Fig. 1: selected gate families
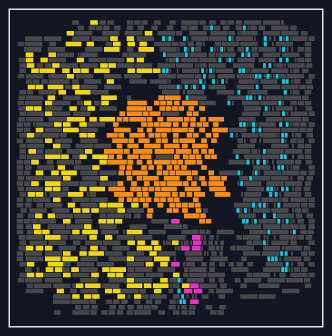
Fig. 2: placed cells, one color a class
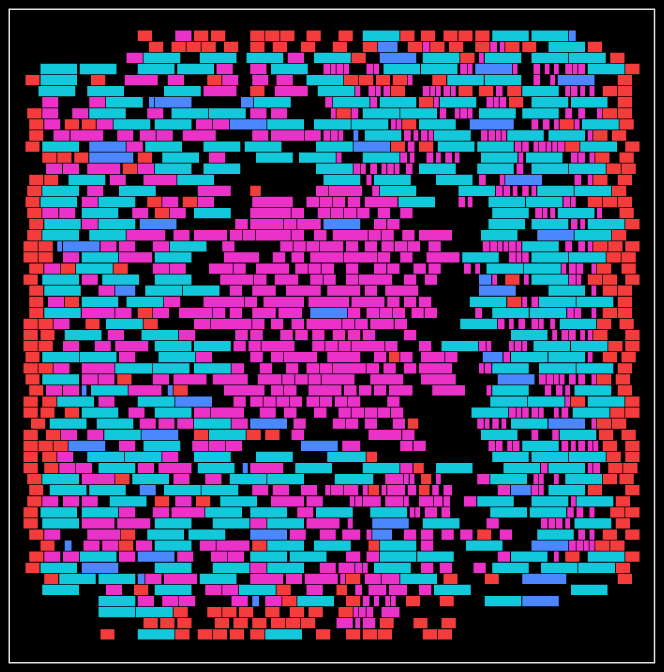
Fig. 3: clock routing
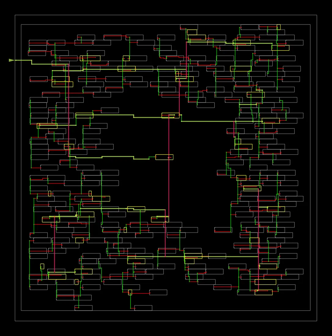
Fig. 4: where the registers sit
Other sequential cells in the stronger gray, the rest of the logic in the fainter gray.
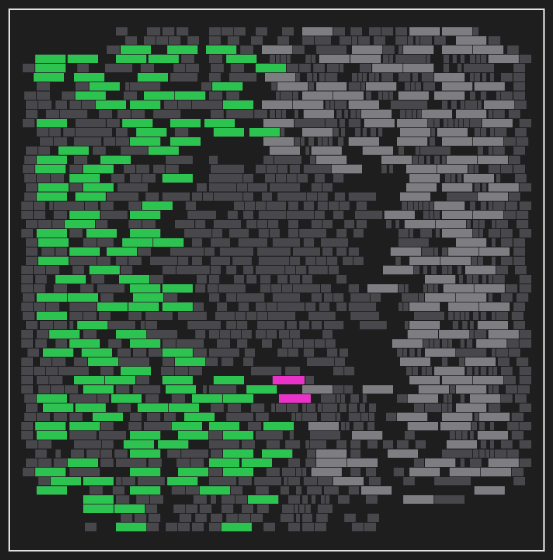
### config.mk
export PLATFORM = sky130hd
export DESIGN_NAME = inv_mix_columns_seq
export DESIGN_NICKNAME = d
export VERILOG_FILES = /design/src/rtl/inv_mix_columns_seq.sv
export SDC_FILE = /design/constraint.sdc
export NUM_CORES = 1
export LEC_CHECK = 0
export CORE_AREA = 3 3 155 157
export CTS_CLUSTER_DIAMETER = 80
export DETAILED_ROUTE_END_ITERATION = 7
export DIE_AREA = 0 0 158 160
export GPL_ROUTABILITY_DRIVEN = 0
export PLACE_DENSITY = 0.87
export SYNTH_ARGS = -nofsm -noshare
export SYNTH_HDL_FRONTEND = slang
export SYNTH_SLANG_ARGS = --single-unit
### constraint.sdc
create_clock -name clk -period 25.2 [get_ports clk]
set_input_delay 2.52 -clock clk [delete_from_list [all_inputs] [get_ports clk]]
set_output_delay 2.52 -clock clk [all_outputs]
set_load 0.005 [all_outputs]
### src/rtl/inv_mix_columns_seq.sv
// Iterative AES InvMixColumns: COLS_PER_CYCLE columns per BUSY cycle, valid/ready on both sides.
// State bytes are packed as [column][row]: column c, row r lives at bits [32*c + 8*r +: 8].
module inv_mix_columns_seq #(
  parameter int unsigned COLS_PER_CYCLE = 1
) (
  input  logic         clk,
  input  logic         rst,
  input  logic         in_valid,
  output logic         in_ready,
  input  logic [127:0] block_in,
  output logic         out_valid,
  input  logic         out_ready,
  output logic [127:0] block_out,
  output logic         busy
);

  if (COLS_PER_CYCLE != 1 && COLS_PER_CYCLE != 2 && COLS_PER_CYCLE != 4) begin : g_bad_cols
    $fatal(1, "inv_mix_columns_seq: COLS_PER_CYCLE must be 1, 2 or 4");
  end

  typedef enum logic [1:0] {StIdle, StBusy, StDone} state_e;

  state_e       state_q, state_d;
  logic [1:0]   col_cnt_q, col_cnt_d;
  logic [127:0] in_reg_q, in_reg_d;
  logic [127:0] out_reg_q, out_reg_d;

  function automatic logic [7:0] xtime(input logic [7:0] b);
    return {b[6:0], 1'b0} ^ (b[7] ? 8'h1b : 8'h00);
  endfunction

  // Multiples 9, b, d, e built from the x2/x4/x8 xtime chain of each row byte.
  function automatic logic [31:0] inv_mix_col(input logic [31:0] col);
    logic [7:0] a, x2, x4, x8;
    logic [7:0] m9 [4];
    logic [7:0] mb [4];
    logic [7:0] md [4];
    logic [7:0] me [4];
    logic [31:0] res;
    for (int r = 0; r < 4; r++) begin
      a     = col[8*r +: 8];
      x2    = xtime(a);
      x4    = xtime(x2);
      x8    = xtime(x4);
      m9[r] = x8 ^ a;
      mb[r] = x8 ^ x2 ^ a;
      md[r] = x8 ^ x4 ^ a;
      me[r] = x8 ^ x4 ^ x2;
    end
    for (int r = 0; r < 4; r++) begin
      res[8*r +: 8] = me[r] ^ mb[(r + 1) % 4] ^ md[(r + 2) % 4] ^ m9[(r + 3) % 4];
    end
    return res;
  endfunction

  always_comb begin
    state_d   = state_q;
    col_cnt_d = col_cnt_q;
    in_reg_d  = in_reg_q;
    out_reg_d = out_reg_q;
    in_ready  = 1'b0;
    out_valid = 1'b0;
    busy      = 1'b0;
    case (state_q)
      StIdle: begin
        // Held low while reset is asserted so nothing is offered during reset.
        in_ready = ~rst;
        if (in_valid && in_ready) begin
          in_reg_d  = block_in;
          col_cnt_d = 2'd0;
          state_d   = StBusy;
        end
      end
      StBusy: begin
        busy = 1'b1;
        for (int i = 0; i < int'(COLS_PER_CYCLE); i++) begin
          out_reg_d[{col_cnt_q + 2'(i), 5'b0} +: 32] =
            inv_mix_col(in_reg_q[{col_cnt_q + 2'(i), 5'b0} +: 32]);
        end
        if ((3'(col_cnt_q) + 3'(COLS_PER_CYCLE)) == 3'd4) begin
          col_cnt_d = 2'd0;
          state_d   = StDone;
        end else begin
          col_cnt_d = col_cnt_q + 2'(COLS_PER_CYCLE);
        end
      end
      StDone: begin
        busy      = 1'b1;
        out_valid = 1'b1;
        in_ready  = out_ready;
        if (out_ready) begin
          if (in_valid) begin
            in_reg_d  = block_in;
            col_cnt_d = 2'd0;
            state_d   = StBusy;
          end else begin
            state_d = StIdle;
          end
        end
      end
      default: state_d = StIdle;
    endcase
  end

  always_ff @(posedge clk or posedge rst) begin
    if (rst) begin
      state_q   <= StIdle;
      col_cnt_q <= 2'd0;
      in_reg_q  <= '0;
      out_reg_q <= '0;
    end else begin
      state_q   <= state_d;
      col_cnt_q <= col_cnt_d;
      in_reg_q  <= in_reg_d;
      out_reg_q <= out_reg_d;
    end
  end

  assign block_out = out_reg_q;

endmodule

==> results.toml <==
# synthesis and place-and-route metrics
[outcome]
outcome = "completed"

[synth]
syn-cell-area_sq_mm = 0.0127
syn_inst = 950
ys_cells = 950

[critical_path]
path_max_fanout = 132
reg2reg_depth = 7
crit_buf_inv = 3
ff2ff_setup_slack_ns = 21.21

[clock_tree]
cts_sinks = 260
cts_tree = "yes"
root_buffer = "clkbuf_16"
cts_buffer_depth = 3

[timing]
rsz0062_at_grt = "false"
min_period_ns = 6.90
final-hold-violation-count = 0

[drt]
wl_per_cell_um = 21.2
num_vias = 8455

[grt]
grt_pass1_vias = 8934
## Picture notes: Fig. 1
aoi and oai cells: marked cyan, cells 117. fa/ha/maj cells: marked magenta, cells 10, where south. xor and xnor cells: marked orange, cells 184, where center. mux cells: marked yellow, cells 163.
most numerous logic cell after layout: clkdlybuf4s50_1
logic share of the area: 35.8%
Finished Layout Cells: 1502

## Picture notes: Fig. 2
clock drivers and dummy loads: marked blue, cells 48. sequential cells: marked cyan, cells 260. remaining buffers and delay cells: marked red, cells 272. combinational and other logic: marked magenta, cells 635.
Non-Filler Cell Area, Final: 0.0164 sq mm
std cell rows: 55
final core occ: 72.4%
sequential cell area share: 39.7%

## Picture notes: Fig. 3
clkbuf count: 38
clk_skew: 0.0179 ns
flip-flop and latch count: 260
Num CTS Buffers: 27

## Picture notes: Fig. 4
in_reg_q: marked green, sequential cells 128. col_cnt_q: marked magenta, sequential cells 2.
Another 130 sequential cells are not colored.

[final cells by class]
cell class	count	area (sq um)
Sequential cell	260	6510
Multi-Input combinational cell	627	5870
Inverter	8	37.5
Antenna cell	2	5.00
Timing Repair Buffer	272	2700
Clock inverter	10	139
Clock buffer	38	767
Fill cell	1511	6260
Tap cell	285	357
[metrics by stage]
stage          area, sq um  util (%)  instances  hold slack (ns)
4_1_cts              16400      72.3       1500            0.483
5_1_grt              16400      72.4       1502            0.507
6_report             16400      72.4       1502            0.478
3_5_place_dp         15500      68.3       1452            0.469
2_1_floorplan        12700         -        950            0.472
3_3_place_gp         15500      68.3       1452            0.463
[cells in the final DEF (no fill, tap or decap), types with 3 or more instances in the layout]
cell type	n
clkdlybuf4s50_1	262
dfrtp_1	258
mux2_2	129
nand2_1	118
xnor2_1	105
o21ai_0	72
o21ai_1	43
mux4_2	31
xor2_1	30
clkbuf_16	27
xnor3_1	24
a22o_1	18
xnor2_2	10
ha_1	10
buf_4	10
xnor2_4	7
inv_1	7
nor2_1	6
clkbuf_1	6
clkbuf_8	5
xor3_1	4
clkinv_2	4
xnor3_2	3
bufinv_16	3
[how the worst max path moves through the flow]
stage	from	to	slack [ns]
3_3_place_gp	rst	in_ready	18.21
2_1_floorplan	rst	in_ready	14.19
6_report	rst	in_ready	18.30
4_1_cts	rst	in_ready	18.17
3_5_place_dp	rst	in_ready	18.18
5_1_grt	rst	in_ready	18.08
[cell usage after synthesis]
cell type	count	area [sq um]
o22a_1	1	8.76
nand2b_1	1	6.26
xnor2_2	10	163
nand4_1	1	6.26
or4b_2	1	10.0
nor3_1	2	10.0
xnor3_2	3	71.3
and2_1	1	6.26
clkbuf_1	33	124
or3_1	1	6.26
xnor3_1	24	541
nand2_1	118	443
buf_2	4	20.0
buf_1	5	18.8
xor3_1	4	95.1
inv_1	8	30.0
ha_1	10	125
mux4_1	1	26.3
xnor2_1	105	920
buf_4	7	52.6
a21oi_1	2	10.0
xor2_1	30	263
nor4b_1	1	8.76
mux4_2	31	698
buf_12	1	20.0
xnor2_4	7	193
a22o_1	18	158
nand3_1	1	5.00
nor2_1	7	26.3
mux2i_1	2	20.0
mux2_2	129	1450
dfrtp_1	260	6510
buf_6	5	56.3
xor2_2	1	16.3
o21ai_1	43	215
o21ai_0	72	360
[cell families (layout without fill, tap and decap cells)]
family / after synthesis / count (layout) / share of synthesized area [%]
flops: 260 / 260 / 51.3
fa+ha+maj: 10 / 10 / 0.986
buf+inv: 63 / 328 / 2.53
compound gates: 136 / 136 / 5.93
simple gates: 134 / 134 / 4.16
other cells: 0 / 2 / 0
mux: 163 / 163 / 17.3
xor+xnor: 184 / 184 / 17.8
[metal layers]
| layer | global-route usage [%] | vias up |
|---|---|---|
| li1 | - | 3787 |
| met1 | 34.9 | 4270 |
| met2 | 40.7 | 353 |
| met3 | 4.80 | 45 |
| met4 | 6.37 | 0 |
| met5 | 0 | - |
[registers in the layout (all words and copies together) (netlist names)]
name,cells
block_out,128
in_reg_q,128
col_cnt_q,2
state_q,2
[tightest hold or removal path: stages, from the launching register on]
cell and delay, ns:
dfrtp_1 0.34, nand2_1 0.05, o21ai_0 0.06
